`src/rtl/instruction_fetch_unit.sv`:
```
// Fetch stage: owns the 8-bit PC, drives the synchronous instruction ROM and
// registers the fetched word plus its address, squashing wrong-path fetches on redirect.
module instruction_fetch_unit (
  input  logic        clk,
  input  logic        reset,
  input  logic        pc_mux_sel,
  input  logic [7:0]  jmp_loc,
  input  logic        stall,
  output logic [7:0]  rom_addr,
  output logic        rom_en,
  input  logic [23:0] rom_data,
  output logic [23:0] ins,
  output logic [7:0]  Current_Address,
  output logic        ins_valid
);

  localparam logic [23:0] NOP = 24'h000000;

  typedef enum logic [1:0] {
    BOOT  = 2'b00,
    RUN   = 2'b01,
    FLUSH = 2'b10
  } state_t;

  state_t      r_state, w_state;
  logic [7:0]  r_pc_q, w_pc_q;
  logic [7:0]  r_addr_q, w_addr_q;
  logic [23:0] w_ins;
  logic [7:0]  w_cur_addr;
  logic        w_ins_valid;

  assign rom_addr = r_pc_q;
  assign rom_en   = reset & ~stall;

  always_comb begin
    w_state     = r_state;
    w_pc_q      = r_pc_q;
    w_addr_q    = r_addr_q;
    w_ins       = ins;
    w_cur_addr  = Current_Address;
    w_ins_valid = ins_valid;
    if (!stall) begin
      case (r_state)
        BOOT: begin
          w_addr_q = r_pc_q;
          w_pc_q   = r_pc_q + 8'd1;
          w_state  = RUN;
        end
        RUN: begin
          if (pc_mux_sel) begin
            w_ins       = NOP;
            w_ins_valid = 1'b0;
            w_pc_q      = jmp_loc;
            w_state     = FLUSH;
          end else begin
            w_ins       = rom_data;
            w_ins_valid = 1'b1;
            w_cur_addr  = r_addr_q;
            w_addr_q    = r_pc_q;
            w_pc_q      = r_pc_q + 8'd1;
          end
        end
        FLUSH: begin
          // rom_data here belongs to the pre-redirect path and is dropped
          w_ins       = NOP;
          w_ins_valid = 1'b0;
          if (pc_mux_sel) begin
            w_pc_q = jmp_loc;
          end else begin
            w_addr_q = r_pc_q;
            w_pc_q   = r_pc_q + 8'd1;
            w_state  = RUN;
          end
        end
        default: w_state = BOOT;
      endcase
    end
  end

  always_ff @(posedge clk or negedge reset) begin
    if (!reset) begin
      r_state         <= BOOT;
      r_pc_q          <= 8'h00;
      r_addr_q        <= 8'h00;
      ins             <= NOP;
      Current_Address <= 8'h00;
      ins_valid       <= 1'b0;
    end else begin
      r_state         <= w_state;
      r_pc_q          <= w_pc_q;
      r_addr_q        <= w_addr_q;
      ins             <= w_ins;
      Current_Address <= w_cur_addr;
      ins_valid       <= w_ins_valid;
    end
  end

endmodule

```
`config.mk`:
```
export PLATFORM = sky130hd
export DESIGN_NAME = instruction_fetch_unit
export DESIGN_NICKNAME = d
export VERILOG_FILES = /design/src/rtl/instruction_fetch_unit.sv
export SDC_FILE = /design/constraint.sdc
export NUM_CORES = 1
export LEC_CHECK = 0
export ABC_AREA = 1
export CORE_MARGIN = 10
export CORE_UTILIZATION = 47
export CTS_BUF_LIST = sky130_fd_sc_hd__clkbuf_4 sky130_fd_sc_hd__clkbuf_8
export DETAILED_ROUTE_END_ITERATION = 6
export MAX_ROUTING_LAYER = met4
export PLACE_DENSITY = 0.84
export SETUP_SLACK_MARGIN = 0.1
export SLEW_MARGIN = 30
export SYNTH_ARGS = -nofsm -noshare
export SYNTH_HDL_FRONTEND = slang
export SYNTH_SLANG_ARGS = --single-unit
```
`constraint.sdc`:
```
create_clock -name clk -period 1.65 [get_ports clk]
set_input_delay 0.33 -clock clk [delete_from_list [all_inputs] [get_ports clk]]
set_output_delay 0.33 -clock clk [all_outputs]
set_load 0.05 [all_outputs]
```
==> impl_metrics.ini, run 1 <==
; generated from flow reports
[setup_path]
cp_data_required_time_ns = 1.32
timing.critical_path.max_delay_family = buffers and inverters
cp-start-kind = primary input
critical_path_depth = 4
crit_buf_inv = 3
startpoint = stall
worstPathMaxFanout = 6
slowest_delay_ns = 0.42
critical_path_arrival_ns = 1.19
crit_type = in -> out
endpoint_kind = primary output
timing.rr.end = ins_valid
crit_slowest_cell = clkdlybuf4s50_1
worst_r2r_startpoint = r_state[1]
cells_along_the_critical_path = clkdlybuf4s50_1 -> buf_6 -> nor2_4 -> buf_12
critical_path_capture_point = rom_en
timing.reg2reg.setup_slack_ns = 0.18
timing.reg2reg.worst_path_depth = 5

[clocking]
cts_root_buffer = clkbuf_8
ctsLongestPathBuffers = 2
h-tree-depth = 2
worstSkewPairLatency_ns = 0.30
clkSinkCount = 51
clkTransAtPathRegs_ns = 0.09
tritoncts = done
post_cts_resize_count = 4
cts_hold_repair.buffers = 0
cts-buffers-inserted = 5
post_cts_setup_buffer_count = 2

[sta]
timing_hold_violations_final = 0
timing.clock.skew_ns = 0.00685
worst_slew_pin_slew_ns = 0.633
setup_violations = 0
rsz0062_at_grt = false
timing.final.max_slew_violations = 0
slew_headroom_pct = 57.8
finalWorstPathRequiredPeriod_ns = 1.52
period_used_pct = 92.1
timing.fmax_mhz = 658

[die]
fp.dieArea_mm2 = 0.00835
floorplan.io_pins = 78
std_cell_rows = 25
placeableCoreArea_mm2 = 0.00482
floorplan.die.height_um = 91.4
nWellTaps = 67
chipWidth_um = 91.4
pre_placement_core_utilization_pct = 49.7

[synthesis]
top_logic_kind = simple AND/OR/NAND/NOR gates
numSynthFlops = 51
top_area_share_pct = 53.3
yosys.cell_count.top_type = nand2_1
synth.top_cells.by_count = nand2_1, dfrtp_1, o21ai_0
post_synth_inst_count = 253
synth.yosys.chip_area_mm2 = 0.00239
synth.cellmix.adderShare_pct = 2.61
yosys.area_share.simple_pct = 21.1
top_area_cell_types = dfrtp_1, nand2_1, o21ai_0, nand3_1, mux2_4
ys_types = 28
yosys-mux-area-fraction_pct = 4.86
ys_cells = 253
async_flop_share_pct = 100
syn-num-nets = 294
xor_area_share_pct = 0
postSynthSeqShare_pct = 53.3
synth_warn = 0
netlist_area_mm2 = 0.00239
synthDominantAreaCellType = dfrtp_1
synth_compound_gate_area_share_pct = 12.4
flop_cell = dfrtp_1
synth_area_per_cell_um2 = 9.46
synth-edff-count = 0

[layout]
num-nonclk-buffers = 92
numSequentialCells = 51
lay_top_cells = nand2_1, dfrtp_1, buf_4
largestClassByArea = sequential cells
finish.utilization_pct = 71.7
final_layout_size_suffix_gt1_share_pct = 27.6
area_delta_synth_final_pct = 44.3
bufAreaShareNonClock_pct = 26.3
n_all_inverters = 17
mi_comb_cells = 174
fillerInstances = 366
net_total_in_the_final_layout = 382
multi_input_comb_area_mm2 = 0.00101
post-route-cell-area_mm2 = 0.00345
final-clk-cell-share_pct = 3.08
layout.clock_buffers = 6
antenna_cells_inserted = 0
flop_area_mm2 = 0.00128
seqAreaFraction_pct = 37.0

[global_route]
grt_overflow_total = 0
antenna_violations_before_repair = 0
grt_util_met3_pct = 3.79
grt_first_pass_wirelength_mm = 10.5
largest_net_degree_at_the_start_of_global_routing = 52
grtUsageMet2_pct = 25.2
first_global_vias = 1997

[run]
max_cap_viol_count = 0
log.warning_count = 29

[routing]
detail_route.wirelength.met1_mm = 2.77
detail_route.iter0.violations = 148
firstDrtPassIters = 4
routed_wire_length_per_instance_um = 15.6
vias = 2090
drt-vias-per-instance = 5.12
met3WireLength_um = 252
top_layer = met4
route.met2.wl_mm = 3.29
route.detailed.drc = 0
ant_nets = 0

[placement]
dp_hpwl_mm = 4.83
tally_of_buffers_added_on_design_ports = 77
placedInstanceArea_mm2 = 0.00329
finalWeightedCongestion = 0.800

[pwr]
top_power_consumer_group = combinational cells
p_comb_mw = 4.82
p_comb_share_pct = 60.9
powerClk_mw = 0.860
worst_ir_drop_vdd_v = 0.00132
p_int_mw = 4.03
p_clk_share_pct = 10.9
power.switching_mw = 3.89
leakage_nw = 1.76
power.sequential.fraction_pct = 28.2
seq_cell_power_mw = 2.23
p_per_area_mw_per_mm2 = 2290
switching_share_of_power_pct = 49.1

[hold_path]
min-delay-path-class = in -> async

[outcome]
status = completed
==> run 1: state kept, by name, summed over array words and instances, names as in the netlist <==
name and cells:
rom_addr 8, Current_Address 8, ins_valid 1, r_addr_q 8
ins 24, r_state 2
==> run 1: metrics by stage <==
| step | power, mW | setup WS (ns) | std cells | hold slack (ns) | TNS (ns) |
|---|---|---|---|---|---|
| floorplan | 5.24 | 0.163 | 253 | 0.0344 | 0 |
| global placement | 6.82 | 0.0272 | 398 | 0.468 | 0 |
| detailed placement | 6.93 | -0.000924 | 398 | 0.473 | -0.000924 |
| CTS | 7.90 | 0.116 | 407 | 0.200 | 0 |
| global route | 8.40 | 0.106 | 408 | 0.222 | 0 |
| finish | 7.92 | 0.131 | 408 | 0.174 | 0 |
Run 1, wire density map:
(4 px per um) The die is cut into 18 by 18 equal tiles; white is low, dark blue is high, scaled to the fullest tile. Values are wire area over tile area, all layers added.
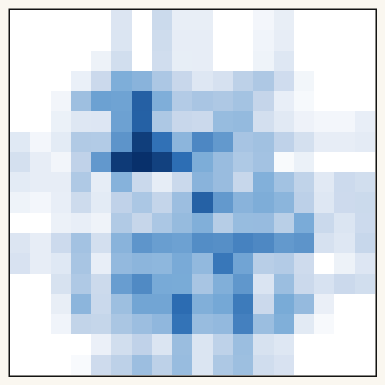
emptiest ninth of the die = north-east
nearly empty tiles = 24%
fullest tile = 0.50
densest ninth of the die = center
gr usage total: 15.7%
detailed-route wire length: 6.37 mm

Run 1, gate families picked out:
(4 px per um)
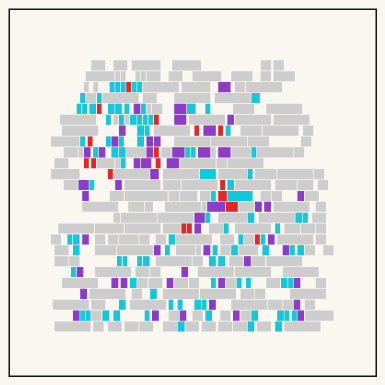
nand cells -> cyan  # cells 93, most used nand2_1
aoi and oai cells -> purple  # cells 50, most used o21ai_0
inv cells -> red  # cells 17, most used inv_1
fraction of standard cell area in multi-input logic: 29.1%
final instance count without filler cells: 408
most common logic cell in the routed design: nand2_1

Run 1, congestion heat map:
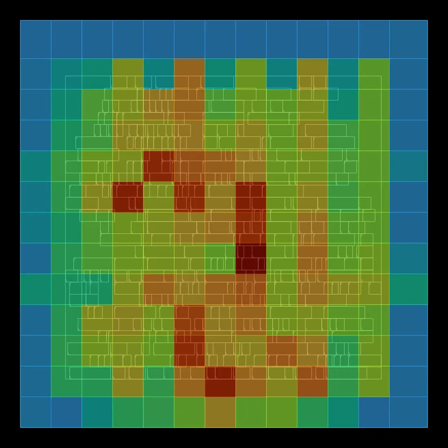
GR Util met1: 19.4%
layer carrying the most global-route usage: met2

==> run 1 -> run 2 <==
--- a/config.mk
+++ b/config.mk
@@ -9,6 +9,7 @@
 export CORE_MARGIN = 10
 export CORE_UTILIZATION = 47
 export CTS_BUF_LIST = sky130_fd_sc_hd__clkbuf_4 sky130_fd_sc_hd__clkbuf_8
+export CTS_CLUSTER_SIZE = 24
 export DETAILED_ROUTE_END_ITERATION = 6
 export MAX_ROUTING_LAYER = met4
 export PLACE_DENSITY = 0.84
Run 2, wires at chosen ports, followed through buffers:
(4 px per um)
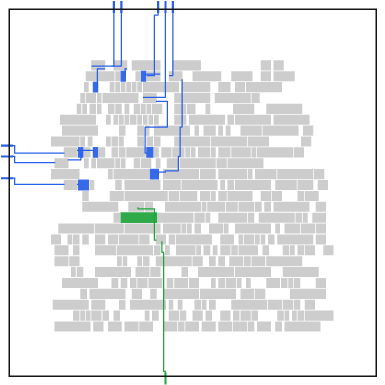
`ins_valid` -> green  # bits 1, direction output, edge south, end cells 1, buffers 1, wire 47.3 um
`jmp_loc` -> blue  # bits 8, direction input, edge 5 north, 3 west, end cells 8, buffers 8, wire 215 um
Ports: 78
tally of buffers added on design ports: 77

Run 2, clock network drawn from the DEF:
(4 px per um)
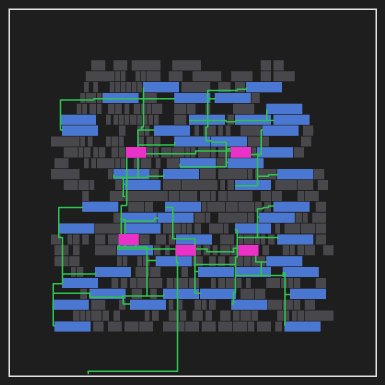
clock wires -> green  # length 590 um
flip-flops -> blue  # count 51
clock drivers -> magenta  # count 5
routed clock nets = 6

Run 2, congestion heat map:
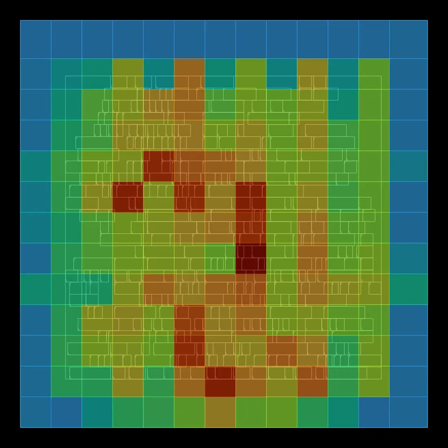
met3 usage: 3.79%
mean routed wirelength per cell: 15.6 um
final core utilization: 71.7%
met2 track demand over resource: 25.2%

==> impl_metrics.ini, run 2 <==
; generated from flow reports
[outcome]
status = completed

[synthesis]
flop_cell = dfrtp_1
synth.top_cells.by_count = nand2_1, dfrtp_1, o21ai_0
post_synth_inst_count = 253
synth-edff-count = 0
synth.yosys.chip_area_mm2 = 0.00239
ys_types = 28
netlist_area_mm2 = 0.00239
top_area_cell_types = dfrtp_1, nand2_1, o21ai_0, nand3_1, mux2_4
postSynthSeqShare_pct = 53.3
synthDominantAreaCellType = dfrtp_1
syn-num-nets = 294
numSynthFlops = 51
synth_warn = 0
async_flop_share_pct = 100

[sta]
worst_slew_pin_slew_ns = 0.633
timing.final.max_slew_violations = 0
rsz0062_at_grt = false
final.setup.worst_slack_ns = 0.131
timing_hold_violations_final = 0
finalWorstPathRequiredPeriod_ns = 1.52
setup_violations = 0
timing.clock.skew_ns = 0.00685
timing.hold.ws_ns = 0.174
timing.fmax_mhz = 658
slew_headroom_pct = 57.8

[global_route]
grt_overflow_total = 0
largest_net_degree_at_the_start_of_global_routing = 52
gr-usage-all-layers_pct = 15.7
first_global_vias = 1997

[setup_path]
crit_slowest_cell = clkdlybuf4s50_1
critical_path_arrival_ns = 1.19
timing.critical_path.max_delay_family = buffers and inverters
crit_type = in -> out
timing.reg2reg.setup_slack_ns = 0.18
slowest_delay_ns = 0.42
startpoint = stall
timing.reg2reg.worst_path_depth = 5
critical_path_depth = 4
worstPathMaxFanout = 6
crit_buf_inv = 3
timing.rr.end = ins_valid
worst_r2r_startpoint = r_state[1]
critical_path_capture_point = rom_en
cp_data_required_time_ns = 1.32

[die]
nWellTaps = 67
floorplan.die.height_um = 91.4
pre_placement_core_utilization_pct = 49.7
std_cell_rows = 25

[placement]
place_ws_ns = -0.000924
finalWeightedCongestion = 0.800
placedInstanceArea_mm2 = 0.00329
dp_hpwl_mm = 4.83

[routing]
route.detailed.drc = 0
ant_nets = 0
firstDrtPassIters = 4
routed_wirelength_mm = 6.37

[layout]
post-route-cell-area_mm2 = 0.00345
numSequentialCells = 51
fillerInstances = 366
seqAreaFraction_pct = 37.0
final-clk-cell-share_pct = 3.08
layout_top_cell = nand2_1
net_total_in_the_final_layout = 382
largestClassByArea = sequential cells
multi_input_comb_area_mm2 = 0.00101
mi_comb_cells = 174
largest_reg_flops = 24
num-nonclk-buffers = 92
biggest_register = ins
layout.clock_buffers = 6
lay_top_cells = nand2_1, dfrtp_1, buf_4
comb_area_share_pct = 29.1
n_all_inverters = 17

[clocking]
worstSkewPairLatency_ns = 0.30
cts_hold_repair.buffers = 0
post_cts_setup_buffer_count = 2
post_cts_resize_count = 4
ctsLongestPathBuffers = 2
cts_root_buffer = clkbuf_8

[run]
log.warning_count = 29
max_cap_viol_count = 0

[pwr]
post-layout-total-power_mw = 7.92
p_per_area_mw_per_mm2 = 2290

[hold_path]
min-delay-path-class = in -> async
run 2: where the power goes:
group          internal (mW)  switching (mW)
Sequential              1.81           0.429
Combinational           1.76            3.06
Clock                  0.462           0.399
run 2: layer usage:
| metal | track usage, % | part of all wire [%] |
|---|---|---|
| met2 | 25.2 | 52 |
| met3 | 3.79 | 4.0 |
| met1 | 19.4 | 44 |
| met5 | - | 0 |
| met4 | 3.66 | 0.85 |
run 2: kinds of logic after synthesis:
group                    count (synthesis)  synth area share (%)
AND-OR/OR-AND                           50                  12.4
AND/OR/NAND/NOR                        111                  21.1
buffers and inverters                   28                  5.70
adder cells (fa/ha/maj)                  5                  2.61
flip-flops                              51                  53.3
multiplexers                             8                  4.86
==> run 2 -> run 3 <==
--- a/config.mk
+++ b/config.mk
@@ -6,6 +6,7 @@
 export NUM_CORES = 1
 export LEC_CHECK = 0
 export ABC_AREA = 1
+export CAP_MARGIN = 20
 export CORE_MARGIN = 10
 export CORE_UTILIZATION = 47
 export CTS_BUF_LIST = sky130_fd_sc_hd__clkbuf_4 sky130_fd_sc_hd__clkbuf_8
Run 3, congestion heat map:
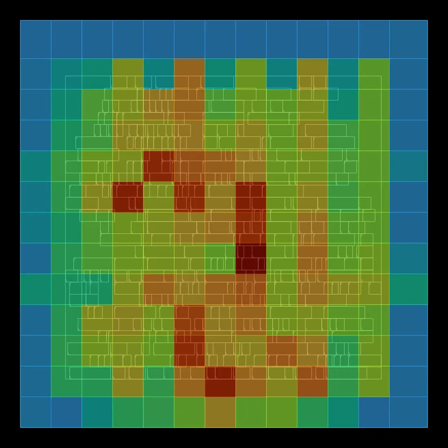

Run 3, wire density map:
(4 px per um) The die is cut into 18 by 18 equal tiles; white is low, dark blue is high, scaled to the fullest tile. Values are wire area over tile area, all layers added.
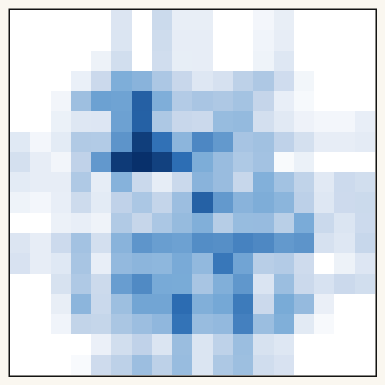
tiles over half the peak = 12%
fullest tile = 0.50
densest ninth of the die = center
mean over tiles = 0.12
nearly empty tiles = 24%
emptiest ninth of the die = north-east

Run 3, gate families picked out:
(4 px per um)
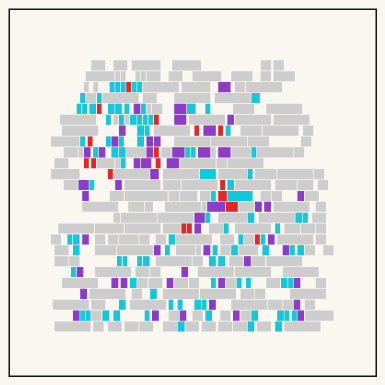

==> impl_metrics.ini, run 3 <==
; generated from flow reports
[clocking]
cts_hold_repair.buffers = 0
cts_root_buffer = clkbuf_8
ctsLongestPathBuffers = 2
post_cts_setup_buffer_count = 2
worstSkewPairLatency_ns = 0.30
post_cts_resize_count = 4

[synthesis]
synth-edff-count = 0
syn-num-nets = 294
top_logic_kind = simple AND/OR/NAND/NOR gates
flop_cell = dfrtp_1
post_synth_inst_count = 253
yosys-mux-area-fraction_pct = 4.86
ys_types = 28
synth.cellmix.adderShare_pct = 2.61
yosys.area_share.simple_pct = 21.1
postSynthSeqShare_pct = 53.3
synth.top_cells.by_count = nand2_1, dfrtp_1, o21ai_0
numSynthFlops = 51
netlist_area_mm2 = 0.00239
top_area_cell_types = dfrtp_1, nand2_1, o21ai_0, nand3_1, mux2_4
synth_compound_gate_area_share_pct = 12.4
xor_area_share_pct = 0
synthDominantAreaCellType = dfrtp_1

[sta]
rsz0062_at_grt = false
timing.hold.ws_ns = 0.174
timing_hold_violations_final = 0
finalWorstPathRequiredPeriod_ns = 1.52
timing.fmax_mhz = 658
final.setup.worst_slack_ns = 0.131
setup_violations = 0
timing.final.max_slew_violations = 0
slew_headroom_pct = 57.8
timing.clock.skew_ns = 0.00685

[layout]
layout_top_cell = nand2_1
lay_top_cells = nand2_1, dfrtp_1, buf_4
comb_area_share_pct = 29.1
layout.clock_buffers = 6
finish.utilization_pct = 71.7
fillerInstances = 366
numSequentialCells = 51
largestClassByArea = sequential cells
biggest_register = ins
num-nonclk-buffers = 92
n_all_inverters = 17
largest_reg_flops = 24
post-route-cell-area_mm2 = 0.00345
multi_input_comb_area_mm2 = 0.00101
final-clk-cell-share_pct = 3.08

[hold_path]
min-delay-path-class = in -> async

[outcome]
status = completed

[setup_path]
timing.rr.end = ins_valid
crit_buf_inv = 3
crit_type = in -> out
critical_path_capture_point = rom_en
worstPathMaxFanout = 6
startpoint = stall
slowest_delay_ns = 0.42
crit_slowest_cell = clkdlybuf4s50_1
timing.reg2reg.setup_slack_ns = 0.18
worst_r2r_startpoint = r_state[1]
critical_path_arrival_ns = 1.19
cp_data_required_time_ns = 1.32
critical_path_depth = 4
timing.critical_path.max_delay_family = buffers and inverters

[routing]
detail_route.wirelength.met1_mm = 2.77
ant_nets = 0
route.met2.wl_mm = 3.29
met3WireLength_um = 252
routed_wirelength_mm = 6.37
top_layer = met4
route.detailed.drc = 0
firstDrtPassIters = 4
routed_wire_length_per_instance_um = 15.6

[die]
floorplan.io_pins = 78
floorplan.die.height_um = 91.4
nWellTaps = 67
pre_placement_core_utilization_pct = 49.7
std_cell_rows = 25

[run]
max_cap_viol_count = 0
log.warning_count = 29

[global_route]
largest_net_degree_at_the_start_of_global_routing = 52
grt_overflow_total = 0
first_global_vias = 1997
gr-usage-all-layers_pct = 15.7

[placement]
place_ws_ns = -0.000924
finalWeightedCongestion = 0.800
placedInstanceArea_mm2 = 0.00329
tally_of_buffers_added_on_design_ports = 77

[pwr]
p_per_area_mw_per_mm2 = 2290
post-layout-total-power_mw = 7.92
## run 3: power breakdown
group / total [mW] / leakage [nW] / switching, mW / internal, mW
logic: 4.82 / 1.05 / 3.06 / 1.76
registers: 2.23 / 0.650 / 0.429 / 1.81
clock network: 0.860 / 0.0547 / 0.399 / 0.462
## run 3: kinds of logic (layout without fill, tap and decap cells)
logic type               after synthesis  count (layout)
AND/OR/NAND/NOR                      111             111
flip-flops                            51              51
AND-OR/OR-AND                         50              50
buffers and inverters                 28             116
multiplexers                           8               8
adder cells (fa/ha/maj)                5               5
## run 3: layer usage
layer / vias to the layer above / track usage, %
li1: 1015 / -
met1: 1013 / 19.4
met2: 58 / 25.2
met3: 4 / 3.79
met4: 0 / 3.66
met5: - / -
No activity file was given, so power comes from the tool's default toggle rates.
